**Cell outlines without signal wires**

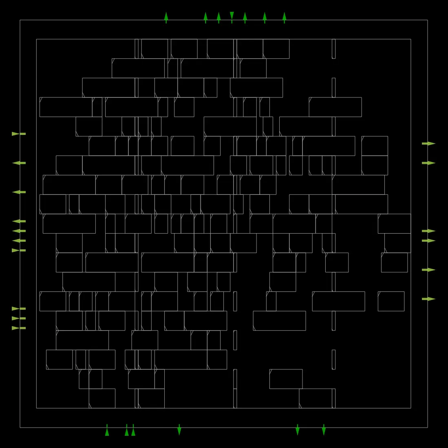
**Wires at chosen ports, followed through buffers**

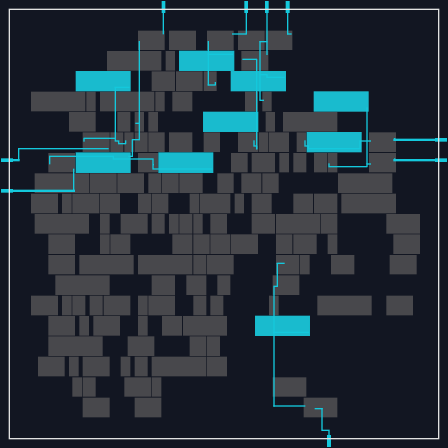
**The metal 3 layer**

The bar under the picture is 20 um long.
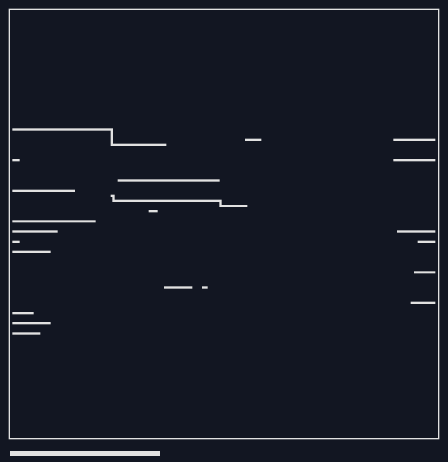
**Cell classes on the final placement**

Fill, decap, tap and diode cells in gray.
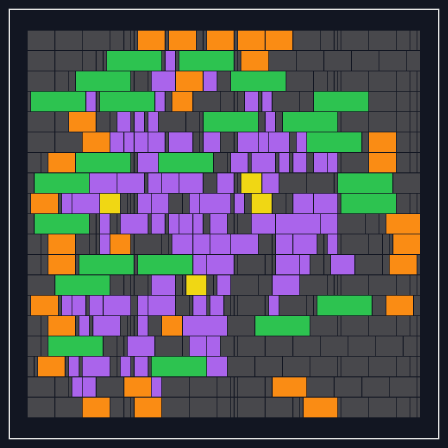
<file path="config.mk">
export PLATFORM = sky130hd
export DESIGN_NAME = etap_ir_ctrl_flat
export DESIGN_NICKNAME = d
export VERILOG_FILES = /design/src/rtl/etap_ir_ctrl_if.sv /design/src/rtl/etap_ir_ctrl.sv /design/src/flat_wrapper.sv
export SDC_FILE = /design/constraint.sdc
export NUM_CORES = 1
export LEC_CHECK = 0
export CAP_MARGIN = 30
export CORE_MARGIN = 2
export CORE_UTILIZATION = 40
export CTS_BUF_LIST = sky130_fd_sc_hd__clkbuf_4 sky130_fd_sc_hd__clkbuf_8 sky130_fd_sc_hd__clkbuf_16
export DETAILED_ROUTE_END_ITERATION = 7
export PLACE_DENSITY = 0.8
export SETUP_SLACK_MARGIN = 0.2
export SLEW_MARGIN = 20
export SYNTH_ARGS = -nofsm -noshare
export SYNTH_HDL_FRONTEND = slang
export SYNTH_SLANG_ARGS = --single-unit
</file>
<file path="constraint.sdc">
create_clock -name tck -period 2.1 [get_ports tck]
set_clock_uncertainty 0.1 [all_clocks]
set_input_delay 0.21 -clock tck [delete_from_list [all_inputs] [get_ports tck]]
set_output_delay 0.21 -clock tck [all_outputs]
set_load 0.05 [all_outputs]
</file>
<file path="src/rtl/etap_ir_ctrl_if.sv">
// rtl/etap_ir_ctrl_if.sv - IR controller strobe/serial/decode bundle
interface etap_ir_ctrl_if #(
    parameter int IR_W    = 5,
    parameter int N_INSTR = 9,
    parameter int SEL_W   = 4
);
    logic                tdi;
    logic                capture_ir;
    logic                shift_ir;
    logic                update_ir;
    logic [IR_W-3:0]     ir_status;
    logic                tdo_ir;
    logic [IR_W-1:0]     ir_q;
    logic [SEL_W-1:0]    sel;
    logic [N_INSTR-1:0]  sel_oh;
    logic                sel_chg;

    // TAP side: drives strobes and serial input, observes decode
    modport master (
        output tdi, capture_ir, shift_ir, update_ir, ir_status,
        input  tdo_ir, ir_q, sel, sel_oh, sel_chg
    );

    // IR controller side
    modport slave (
        input  tdi, capture_ir, shift_ir, update_ir, ir_status,
        output tdo_ir, ir_q, sel, sel_oh, sel_chg
    );
endinterface

</file>
<file path="src/rtl/etap_ir_ctrl.sv">
// rtl/etap_ir_ctrl.sv - EJTAG IR shift/update stage with table-driven registered decode
module etap_ir_ctrl #(
    parameter int                         IR_W       = 5,
    parameter int                         N_INSTR    = 9,
    parameter int                         SEL_W      = 4,
    parameter logic [N_INSTR*IR_W-1:0]    OPC_TABLE  = {5'h02, 5'h1F, 5'h0C, 5'h0A, 5'h09,
                                                        5'h08, 5'h03, 5'h01, 5'h00},
    parameter logic [N_INSTR*IR_W-1:0]    MASK_TABLE = {5'h00, 5'h1F, 5'h1F, 5'h1F, 5'h1F,
                                                        5'h1F, 5'h1F, 5'h1F, 5'h1F},
    parameter int                         RESET_IDX  = 1,
    parameter int                         MISS_IDX   = 7
) (
    input  logic               tck,
    input  logic               rst,
    etap_ir_ctrl_if.slave      bus
);

    if (RESET_IDX < 0 || RESET_IDX >= N_INSTR) begin : g_bad_reset_idx
        $fatal(1, "etap_ir_ctrl: RESET_IDX out of range");
    end
    if (MISS_IDX < 0 || MISS_IDX >= N_INSTR) begin : g_bad_miss_idx
        $fatal(1, "etap_ir_ctrl: MISS_IDX out of range");
    end
    if ((1 << SEL_W) < N_INSTR) begin : g_bad_sel_w
        $fatal(1, "etap_ir_ctrl: SEL_W too narrow for N_INSTR");
    end
    if (IR_W < 2) begin : g_bad_ir_w
        $fatal(1, "etap_ir_ctrl: IR_W must be at least 2");
    end

    localparam logic [IR_W-1:0]    RST_OPC = OPC_TABLE[RESET_IDX*IR_W +: IR_W];
    localparam logic [SEL_W-1:0]   RST_SEL = SEL_W'(RESET_IDX);
    localparam logic [SEL_W-1:0]   MISS_SEL = SEL_W'(MISS_IDX);
    localparam logic [N_INSTR-1:0] ONE_OH = N_INSTR'(1);

    logic [IR_W-1:0]    sr_q, sr_d;
    logic [IR_W-1:0]    ir_q_q;
    logic [SEL_W-1:0]   sel_q;
    logic [N_INSTR-1:0] sel_oh_q;
    logic               sel_chg_q;
    logic [SEL_W-1:0]   winner;
    logic               found;

    // Shift stage next state: capture beats shift beats hold
    always_comb begin
        sr_d = sr_q;
        if (bus.capture_ir) begin
            sr_d = {bus.ir_status, 2'b01};
        end else if (bus.shift_ir) begin
            sr_d = {bus.tdi, sr_q[IR_W-1:1]};
        end
    end

    // First-match table lookup on the current shift stage, miss falls back to MISS_IDX
    always_comb begin
        winner = MISS_SEL;
        found  = 1'b0;
        for (int i = 0; i < N_INSTR; i++) begin
            if (!found &&
                (((sr_q ^ OPC_TABLE[i*IR_W +: IR_W]) & MASK_TABLE[i*IR_W +: IR_W]) == '0)) begin
                winner = SEL_W'(i);
                found  = 1'b1;
            end
        end
    end

    // Shift stage, instruction latch and registered decode; update samples the pre-edge sr
    always_ff @(posedge tck) begin
        if (rst) begin
            sr_q      <= RST_OPC;
            ir_q_q    <= RST_OPC;
            sel_q     <= RST_SEL;
            sel_oh_q  <= ONE_OH << RST_SEL;
            sel_chg_q <= 1'b0;
        end else begin
            sr_q      <= sr_d;
            sel_chg_q <= bus.update_ir && (winner != sel_q);
            if (bus.update_ir) begin
                ir_q_q   <= sr_q;
                sel_q    <= winner;
                sel_oh_q <= ONE_OH << winner;
            end
        end
    end

    assign bus.tdo_ir  = sr_q[0];
    assign bus.ir_q    = ir_q_q;
    assign bus.sel     = sel_q;
    assign bus.sel_oh  = sel_oh_q;
    assign bus.sel_chg = sel_chg_q;

endmodule
</file>
<file path="src/flat_wrapper.sv">
// flat-port wrapper written by rule: the top's interface ports become plain ports
module etap_ir_ctrl_flat 
#(
    parameter int                         IR_W       = 5,
    parameter int                         N_INSTR    = 9,
    parameter int                         SEL_W      = 4,
    parameter logic [N_INSTR*IR_W-1:0]    OPC_TABLE  = {5'h02, 5'h1F, 5'h0C, 5'h0A, 5'h09,
                                                        5'h08, 5'h03, 5'h01, 5'h00},
    parameter logic [N_INSTR*IR_W-1:0]    MASK_TABLE = {5'h00, 5'h1F, 5'h1F, 5'h1F, 5'h1F,
                                                        5'h1F, 5'h1F, 5'h1F, 5'h1F},
    parameter int                         RESET_IDX  = 1,
    parameter int                         MISS_IDX   = 7
)
  (tck, rst, bus_tdi, bus_capture_ir, bus_shift_ir, bus_update_ir, bus_ir_status, bus_tdo_ir, bus_ir_q, bus_sel, bus_sel_oh, bus_sel_chg);
  etap_ir_ctrl_if #(.IR_W(IR_W), .N_INSTR(N_INSTR), .SEL_W(SEL_W)) bus_i ();
  input  logic tck;
  input  logic rst;
  input wire logic [$bits(bus_i.tdi)-1:0] bus_tdi;
  input wire logic [$bits(bus_i.capture_ir)-1:0] bus_capture_ir;
  input wire logic [$bits(bus_i.shift_ir)-1:0] bus_shift_ir;
  input wire logic [$bits(bus_i.update_ir)-1:0] bus_update_ir;
  input wire logic [$bits(bus_i.ir_status)-1:0] bus_ir_status;
  output wire logic [$bits(bus_i.tdo_ir)-1:0] bus_tdo_ir;
  output wire logic [$bits(bus_i.ir_q)-1:0] bus_ir_q;
  output wire logic [$bits(bus_i.sel)-1:0] bus_sel;
  output wire logic [$bits(bus_i.sel_oh)-1:0] bus_sel_oh;
  output wire logic [$bits(bus_i.sel_chg)-1:0] bus_sel_chg;
  assign bus_i.tdi = bus_tdi;
  assign bus_i.capture_ir = bus_capture_ir;
  assign bus_i.shift_ir = bus_shift_ir;
  assign bus_i.update_ir = bus_update_ir;
  assign bus_i.ir_status = bus_ir_status;
  assign bus_tdo_ir = bus_i.tdo_ir;
  assign bus_ir_q = bus_i.ir_q;
  assign bus_sel = bus_i.sel;
  assign bus_sel_oh = bus_i.sel_oh;
  assign bus_sel_chg = bus_i.sel_chg;
  etap_ir_ctrl #(.IR_W(IR_W), .N_INSTR(N_INSTR), .SEL_W(SEL_W), .OPC_TABLE(OPC_TABLE), .MASK_TABLE(MASK_TABLE), .RESET_IDX(RESET_IDX), .MISS_IDX(MISS_IDX)) u_core (.tck(tck), .rst(rst), .bus(bus_i));
endmodule
</file>
==> results.tsv <==
metric	value	unit
Yosys Instances	129	
Crit path max-delay family	buffers and inverters	
Longest Clk Path Bufs	2	
Inserted Clock Buffers	3	
met1 usage	17.8	%
VDD IR max	0.581	mV
Comb area	588	um^2
register share after synthesis	40.8	%
yosys xor share	6.10	%
via count	951	
worst path bufs/invs	1	
cell area after placement	0.00138	mm^2
Non-clk invs	1	
clock-pin slew on the worst setup and hold paths	0.12	ns
Synth Area in Adders	0	%
Avg Vias per Cell	5.23	
Fmax achieved	0.546	GHz
Commonest flop	dfxtp_1	
Floorplan Nets	138	
critical path class	reg2out	
hold-fix buffers at CTS	0	
Yosys warning count	0	
HP Class	reg2reg	
wire per inst	12.5	um
setup tns final	0	ns
post-CTS setup repair buffer count	0	
Final nets	161	
CP Depth	1	
CTS root buf	clkbuf_4	
Simple Share, Synth	23.6	%
mux cell area share after synthesis	7.99	%
max layer used	met4	
Max-area cell share	40.8	%
Worst path max stage delay	0.82	ns
top logic cell by instance count in the layout	clkdlybuf4s50_1	
gr ovfl total	0	
Core Density at Floorplan	41.6	%
switch share	29.8	%
post-route insts no fill	182	
chip area in the Yosys report	0.00113	mm^2
detailed placer's ending HPWL	1660	um
largest net degree at the start of global routing	16	
TritonCTS clock tree	done	
Synth area leader	dfxtp_1	
total power	882	uW
unrepaired setup endpoints after global routing	no	
Clock Power	216	uW
count of tool warnings	26	
GRT busiest layer	met2	
clock buf count	4	
Post-Layout Inst Area	0.00142	mm^2
cell breakdown of the critical path	clkdlybuf4s50_1	
GPL Wtd Cong	0.764	
Final min period	1.83	ns
DP Cell Count	178	
ao+oa area frac	14.4	%
met1 wire length	1050	um
crit path DRT	1.79	ns
TritonRoute pass-1 iters	4	
Data buffer area share	21.1	%
fraction of area in multi-input gates	41.4	%
power in sequential cells	479	uW
Worst Path Arrival	1.52	ns
comb pwr	187	uW
most numerous logic cells after layout	clkdlybuf4s50_1 (24), dfxtp_1 (23), nor2_1 (18)	
Latency at later pin	0.31	ns
largest combinational cell category by area	simple AND/OR/NAND/NOR gates	
clock power share	24.5	%
cell internal pwr	619	uW
area of the mapped netlist	0.00113	mm^2
Combinational Gates	93	
Logic pwr share	21.3	%
#FFs+latches synth	23	
Pleak	0.553	nW
GRT Overall Usage	14.1	%
clk cell area share	2.11	%
final period utilization	87.3	%
max FFs per register	9	
asr flop ratio synth	0	%
Vert. Die Dim	57.1	um
initial antenna violation count	0	
Cell area leaders	dfxtp_1 (41%), mux2i_1 (8.0%), nor2_1 (6.0%)	
DR iter-0 viols	21	
R2R depth	5	
Worst R2R End	u_core.bus.sel_chg$_SDFF_PP0_	
FF-to-FF Start	u_core.sr_q[0]$_SDFFE_PP1P_	
CTS HTree Levels	1	
Signal buffers	30	
chip area	0.00326	mm^2
hold slack	0.373	ns
R2R Setup Slk	0.36	ns
GR Layer Usage met2	22.8	%
area growth from synthesis to layout	26.1	%
slowest CP cell	clkdlybuf4s50_1	
worst-path fanout max	3	
most common cell in the netlist	dfxtp_1	
sequential power share	54.3	%
Setup crit start kind	flip-flop	
status	finished clean	
Crit. Startpoint	u_core.bus.sel[2]$_SDFFE_PP0P_	
top cell category	combinational gates	
hold endpoint	u_core.bus.sel_oh[2]$_SDFFE_PP0P_	
Slew Limit Fails	0	
## Picture notes: 'cell outlines without signal wires'
fill count: 275
Core Area: 0.00271 mm^2
# Taps: 31
flop count: 23

## Picture notes: 'wires at chosen ports, followed through buffers'
[bus_sel_oh] cyan | bits: 9 | direction: output | edge: 4 north, 2 east, 2 west, 1 south | end cells: 9 | buffers: 9 | wire: 207 um
I/O Buffers: 28
# IOs: 29

## Picture notes: 'the metal 3 layer'
main direction: horizontal
nets with wire on the layer: 20
WL final: 2280 um
met3 Track Usage GR: 4.54%

## Picture notes: 'cell classes on the final placement'
[flops] green | cells: 23 | share of their area: 33%
[other buffers and delay cells] orange | cells: 30 | share of their area: 22%
[clock drivers and dummy loads] yellow | cells: 4 | share of their area: 2.2%
[all other logic] purple | cells: 94 | share of their area: 43%

Power is estimated from default activity; no workload was simulated.
